Design approx_add_pipe, sky130hd; sources not shown.
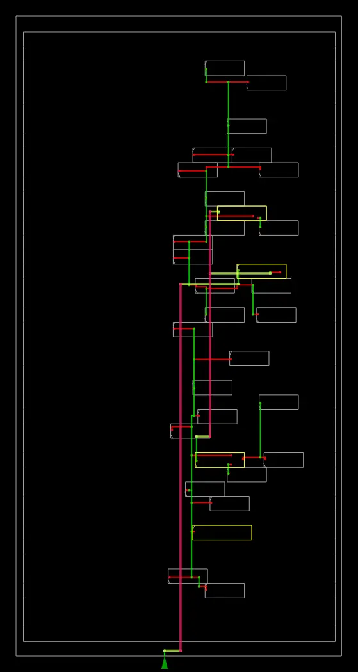
(clock routing)
clock sink count: 28
Clock Latency Late Sink: 0.26 ns
final sequential cell count: 28
clock buffer count from CTS: 3

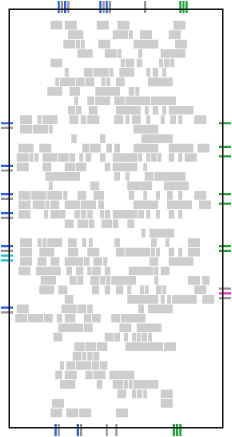
(pin placement)
Pins as bars across the die edge, other pins in gray.
color	port	pins	direction	edge
magenta	out_ready	1	input	right
blue	B	12	input	6 left, 4 top, 2 bottom
green	O	13	output	7 right, 3 top, 3 bottom
cyan	mode	2	input	left
IO buf count: 44
Die Y-Extent: 120 um
Chip Width: 61.0 um

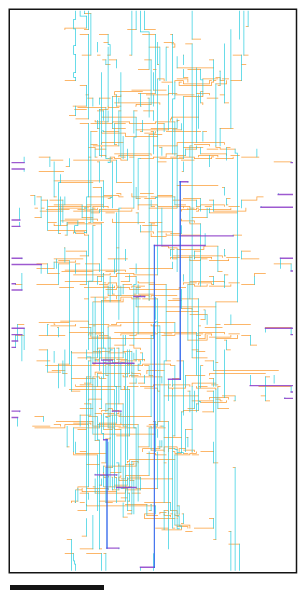
(wiring by layer)
Scale bar: 20 um.
color	layer	wire length
purple	met3	114 um
orange	met1	1950 um
blue	met4	134 um
cyan	met2	2390 um
DR WL/cell: 11.8 um
via count: 1834
gr usage total: 0.139
total wirelength of the detailed-routed design: 4.59 mm

==> tab_implementation.tex <==
% Auto-generated results table
\begin{tabular}{lr}
\hline
Metric & Value \\
\hline
\multicolumn{2}{l}{\textbf{GRT}} \\
\quad Via count of the first global-routing pass & 1627 \\
\quad Routing usage on met3 & 0.0140 \\
\quad Fraction of met1 tracks used by global routing & 0.168 \\
\multicolumn{2}{l}{\textbf{Critical path}} \\
\quad Critical path fanouts, max & 5 \\
\quad Count of cells along the worst register-to-register path & 7 \\
\quad Worst setup path category & input pin to flop \\
\quad Cell with the largest stage delay on the worst path & or4\_1 \\
\quad Top cell family by delay on the critical path & simple AND/OR/NAND/NOR gates \\
\quad Signal arrival time at the worst endpoint & roughly 2.9 ns \\
\quad CP Data Required Time & between 3 and 4 ns \\
\quad Crit path launch type & input pin \\
\multicolumn{2}{l}{\textbf{Routing}} \\
\quad Remaining design rule violation count & 0 \\
\quad Total iterations of the first detailed-routing run & 4 \\
\quad Top Metal Used & met4 \\
\quad Routed length on met3 & 114 um \\
\multicolumn{2}{l}{\textbf{Synth}} \\
\quad Synth area leaders & dfxtp\_1 (27\%), ha\_1 (14\%), nand2\_1 (6.5\%) \\
\quad Fraction of synthesis flops using an asynchronous set or reset pin & 0 \\
\quad Adder-Cell Fraction of Synth Area & 0.173 \\
\quad Most common reg cell & dfxtp\_1 \\
\multicolumn{2}{l}{\textbf{Min path}} \\
\quad Worst Hold Path Cells & 2 \\
\multicolumn{2}{l}{\textbf{Clocking}} \\
\quad CTS Hold Bufs & 0 \\
\quad Clock Root Buffer & clkbuf\_16 \\
\quad Clock-pin slew reported for the worst setup and hold paths after clock tree synthesis & about 0.060 ns \\
\multicolumn{2}{l}{\textbf{STA}} \\
\quad Number of endpoints with negative hold slack in the final report & 0 \\
\quad Sum Neg Setup Slack & 0 ns \\
\quad Slew at the pin closest to its max-slew limit & 0.367 ns \\
\quad Tightest hold margin & between 0.4 and 0.5 ns \\
\multicolumn{2}{l}{\textbf{Power and ir drop}} \\
\quad Power dissipated by switching net loads & between 300 and 400 uW \\
\quad Power share of the clock group & 0.330 \\
\quad Logic gate share of total power & 0.311 \\
\multicolumn{2}{l}{\textbf{Cells and area}} \\
\quad Most common logic cell in the routed design & clkdlybuf4s50\_1 \\
\quad Register area & 561 um\^{}2 \\
\quad Logic cell area & approximately 1300 um\^{}2 \\
\quad Antenna Cells & 0 \\
\multicolumn{2}{l}{\textbf{Run status}} \\
\quad Run status & completed \\
\multicolumn{2}{l}{\textbf{Die}} \\
\quad Chip area & approximately 7300 um\^{}2 \\
\hline
\end{tabular}
Power figures rest on the tool's default switching activity, not on a simulated workload.
